### src/rtl/pe_array_ctrl.sv
// Tile sequencer for the 64-PE bit-fusion array: accepts a tile command, streams
// operand-buffer reads, drives array controls and returns the drained partial sum.
module pe_array_ctrl #(
  parameter int ADDR_W    = 10,
  parameter int LEN_W     = 10,
  parameter int PSUM_W    = 32,
  parameter int BIAS_W    = 32,
  parameter int ARRAY_LAT = 3
) (
  input  logic              CLK,
  input  logic              RST,
  input  logic              cmd_valid,
  output logic              cmd_ready,
  input  logic [3:0]        cmd_precision,
  input  logic [BIAS_W-1:0] cmd_bias,
  input  logic [ADDR_W-1:0] cmd_base,
  input  logic [LEN_W-1:0]  cmd_len,
  output logic              cmd_err,
  input  logic              stall,
  input  logic              abort,
  output logic              buf_rd_en,
  output logic [ADDR_W-1:0] buf_rd_addr,
  output logic [3:0]        arr_precision,
  output logic [BIAS_W-1:0] arr_bias,
  output logic              arr_sel_bias,
  output logic              arr_core_vld,
  output logic              arr_flush,
  input  logic [PSUM_W-1:0] arr_psum,
  output logic              res_valid,
  input  logic              res_ready,
  output logic [PSUM_W-1:0] res_data,
  output logic              busy
);

  localparam int DW = $clog2(ARRAY_LAT + 1) + 1;

  typedef enum logic [1:0] {
    IDLE  = 2'd0,
    RUN   = 2'd1,
    DRAIN = 2'd2,
    HOLD  = 2'd3
  } state_t;

  state_t            state_r;
  logic [3:0]        prec_r;
  logic [BIAS_W-1:0] bias_r;
  logic [ADDR_W-1:0] base_r;
  logic [LEN_W-1:0]  len_r;
  logic [LEN_W-1:0]  count_r;
  logic [DW-1:0]     drain_cnt_r;
  logic              cmd_ready_r;
  logic              cmd_err_r;
  logic              busy_r;
  logic              vld_r;
  logic              sel_r;
  logic              flush_r;
  logic              res_valid_r;
  logic [PSUM_W-1:0] res_data_r;

  logic              rd_en_s;
  logic              last_s;
  logic [ADDR_W-1:0] rd_addr_s;

  // Stall and abort must gate the read in the same cycle, so the strobe is decoded, not registered.
  assign rd_en_s   = (state_r == RUN) && !stall && !abort;
  assign last_s    = (count_r == (len_r - LEN_W'(1)));
  assign rd_addr_s = base_r + ADDR_W'(count_r);

  assign cmd_ready     = cmd_ready_r;
  assign cmd_err       = cmd_err_r;
  assign buf_rd_en     = rd_en_s;
  assign buf_rd_addr   = rd_en_s ? rd_addr_s : {ADDR_W{1'b0}};
  assign arr_precision = prec_r;
  assign arr_bias      = bias_r;
  assign arr_sel_bias  = sel_r;
  assign arr_core_vld  = vld_r;
  assign arr_flush     = flush_r;
  assign res_valid     = res_valid_r;
  assign res_data      = res_data_r;
  assign busy          = busy_r;

  // Tile sequencer state machine with registered control and status outputs.
  always_ff @(posedge CLK or negedge RST) begin
    if (!RST) begin
      state_r     <= IDLE;
      prec_r      <= 4'd0;
      bias_r      <= {BIAS_W{1'b0}};
      base_r      <= {ADDR_W{1'b0}};
      len_r       <= {LEN_W{1'b0}};
      count_r     <= {LEN_W{1'b0}};
      drain_cnt_r <= {DW{1'b0}};
      cmd_ready_r <= 1'b0;
      cmd_err_r   <= 1'b0;
      busy_r      <= 1'b0;
      vld_r       <= 1'b0;
      sel_r       <= 1'b0;
      flush_r     <= 1'b0;
      res_valid_r <= 1'b0;
      res_data_r  <= {PSUM_W{1'b0}};
    end else begin
      cmd_err_r <= 1'b0;
      flush_r   <= 1'b0;
      // Delay by one so the beat lines up with the buffer's read data.
      vld_r     <= rd_en_s;
      sel_r     <= rd_en_s && (count_r == {LEN_W{1'b0}});
      case (state_r)
        IDLE: begin
          cmd_ready_r <= 1'b1;
          busy_r      <= 1'b0;
          if (cmd_valid && cmd_ready_r) begin
            if (cmd_len == {LEN_W{1'b0}}) begin
              cmd_err_r <= 1'b1;
            end else begin
              prec_r      <= cmd_precision;
              bias_r      <= cmd_bias;
              base_r      <= cmd_base;
              len_r       <= cmd_len;
              count_r     <= {LEN_W{1'b0}};
              state_r     <= RUN;
              cmd_ready_r <= 1'b0;
              busy_r      <= 1'b1;
            end
          end
        end
        RUN: begin
          if (abort) begin
            state_r     <= IDLE;
            flush_r     <= 1'b1;
            cmd_ready_r <= 1'b1;
            busy_r      <= 1'b0;
          end else if (rd_en_s) begin
            count_r <= count_r + LEN_W'(1);
            if (last_s) begin
              state_r     <= DRAIN;
              drain_cnt_r <= {DW{1'b0}};
            end
          end
        end
        DRAIN: begin
          if (abort) begin
            state_r     <= IDLE;
            flush_r     <= 1'b1;
            cmd_ready_r <= 1'b1;
            busy_r      <= 1'b0;
          end else if (drain_cnt_r == DW'(ARRAY_LAT)) begin
            res_data_r  <= arr_psum;
            res_valid_r <= 1'b1;
            state_r     <= HOLD;
          end else begin
            drain_cnt_r <= drain_cnt_r + DW'(1);
          end
        end
        HOLD: begin
          if (res_ready) begin
            res_valid_r <= 1'b0;
            state_r     <= IDLE;
            cmd_ready_r <= 1'b1;
            busy_r      <= 1'b0;
          end
        end
        default: begin
          state_r     <= IDLE;
          cmd_ready_r <= 1'b0;
          busy_r      <= 1'b0;
          res_valid_r <= 1'b0;
        end
      endcase
    end
  end

endmodule

### config.mk
export PLATFORM = sky130hd
export DESIGN_NAME = pe_array_ctrl
export DESIGN_NICKNAME = d
export VERILOG_FILES = /design/src/rtl/pe_array_ctrl.sv
export SDC_FILE = /design/constraint.sdc
export NUM_CORES = 1
export LEC_CHECK = 0
export ABC_CLOCK_PERIOD_IN_PS = 3100
export CELL_PAD_IN_SITES_DETAIL_PLACEMENT = 0
export CELL_PAD_IN_SITES_GLOBAL_PLACEMENT = 1
export CORE_MARGIN = 2
export CORE_UTILIZATION = 49
export DETAILED_ROUTE_END_ITERATION = 10
export DONT_BUFFER_PORTS = 1
export PLACE_DENSITY = 0.79
export SYNTH_ARGS = -nofsm -noshare
export SYNTH_HDL_FRONTEND = slang
export SYNTH_SLANG_ARGS = --single-unit
export TNS_END_PERCENT = 50
### constraint.sdc
create_clock -name CLK -period 3.1 [get_ports CLK]
set_input_delay 0.62 -clock CLK [delete_from_list [all_inputs] [get_ports CLK]]
set_output_delay 0.62 -clock CLK [all_outputs]
set_load 0.03 [all_outputs]
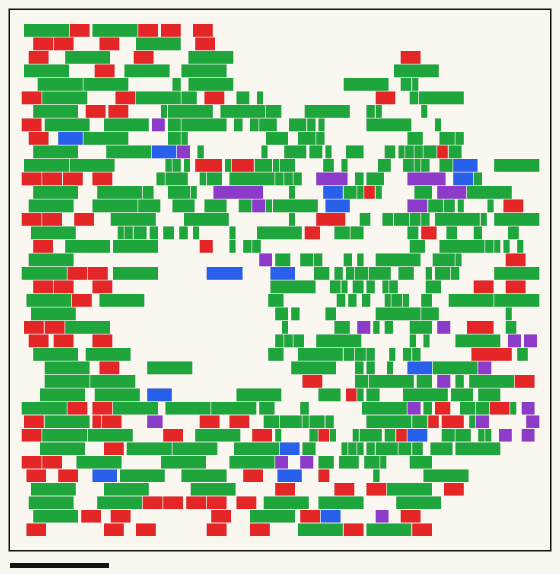
run_1/drive_strength.png
Bar = 20 microns.
| size | colour | cells | share |
|---|---|---|---|
| drive 3 to 4 | purple | 25 | 5.4% |
| drive 1 or less | green | 324 | 70% |
| drive 6 and up | blue | 15 | 3.2% |
| drive 2 | red | 101 | 22% |

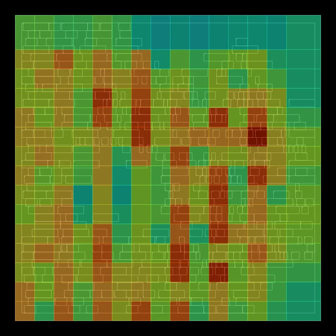
run_1/final_congestion.png
GRT Total Usage: 20.4%
GR Util met2: 34.8%
busiest layer in global routing: met2
Routed wire per std cell: 19.1 microns

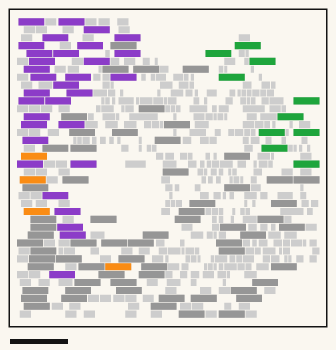
run_1/registers.png
Bar = 20 microns.
| name in the netlist | colour | placed flops |
|---|---|---|
| res_data | purple | 32 |
| len_r | green | 10 |
| arr_precision | orange | 4 |
not coloured: 64

==> impl_metrics.csv <==
group,metric,value,unit
route,routed_wl,11.6,mm
synthesis,edf_count,0,
global_route,antenna_found_initial,0,
worst_setup_path,cp.required,2480,ps
worst_setup_path,slowest_delay,410,ps
placed_design,hpwl,8.26,mm
sta,setup_slack,-137,ps
pwr,powerDensity,998,nW/um^2
finish,nNonClkInverters,20,
finish,nets,574,
route,drt_iter0_drc,190,
finish,sh_comb_area,42.5,%
finish,final_core_util,54.2,%
sta,post-route-period-util,104,%
sta,relSlewSlack,69.6,%
global_route,met3_usage,7.95,%
clock_tree,clkLatencyLatePin,400,ps
placed_design,io_buffers,0,
placed_design,pre_cts_ws,103,ps
finish,nFillCells,955,
clock_tree,clock-sinks,110,
synthesis,synth_adder_area_share,4.79,%
sta,fin_setup_tns,-137,ps
synthesis,yosysWarnings,0,
route,routed_via_density,5.71,
sta,hold_ws,-103,ps
die,pin_count,180,
route,wl_met2,5.79,mm
die,core.rowCount,38,
synthesis,ys_ff,110,
die,core_area,10800,sq um
clock_tree,h-tree-depth,3,
sta,setup_violations,1,
sta,finalHoldViolations,110,
pwr,comb_power_share,31.0,%
worst_setup_path,cp.arrival,2620,ps
global_route,grt_max_degree,111,
finish,non_clock_buffer_count,20,
clock_tree,path_clk_slew,120,ps
status,violations,"negative hold slack, negative setup slack",
status,status,"finished, violations left",
finish,diodes,0,
pwr,total_power,5.83,mW
finish,area_growth,8.55,%
pwr,clkPwrFrac,14.6,%
finish,multiInputCombCellCount,299,
synthesis,syn-instance-count,447,
route,vias,3455,
die,die_h,109,microns
finish,lay_top_cells,"110 x dfrtp_1, 83 x mux2_2, 23 x o21ai_0",
==> run 1: what timing repair did <==
item                                   CTS  global route
gates resized                            5             2
endpoints found under the hold margin  110           110
setup buffers                            0             3
setup endpoints to repair                4             7
pin swaps                                3             5
==> run 1: worst paths after layout <==
path	from	to	slack, ps	depth (start not counted)
worst max-delay path	count_r[0]$_DFFE_PN0P_	buf_rd_addr[8]	-140	10
worst min-delay path	RST	count_r[0]$_DFFE_PN0P_	-100	0
worst max register to register	len_r[0]$_DFFE_PN0P_	state_r[0]$_DFFE_PN0P_	320	9
worst min register to register	base_r[7]$_DFFE_PN0P_	base_r[7]$_DFFE_PN0P_	530	1
max in group asynchronous	RST	len_r[5]$_DFFE_PN0P_	3040	0
min in group CLK	cmd_len[6]	len_r[6]$_DFFE_PN0P_	330	2
Power is estimated from default activity; no workload was simulated.
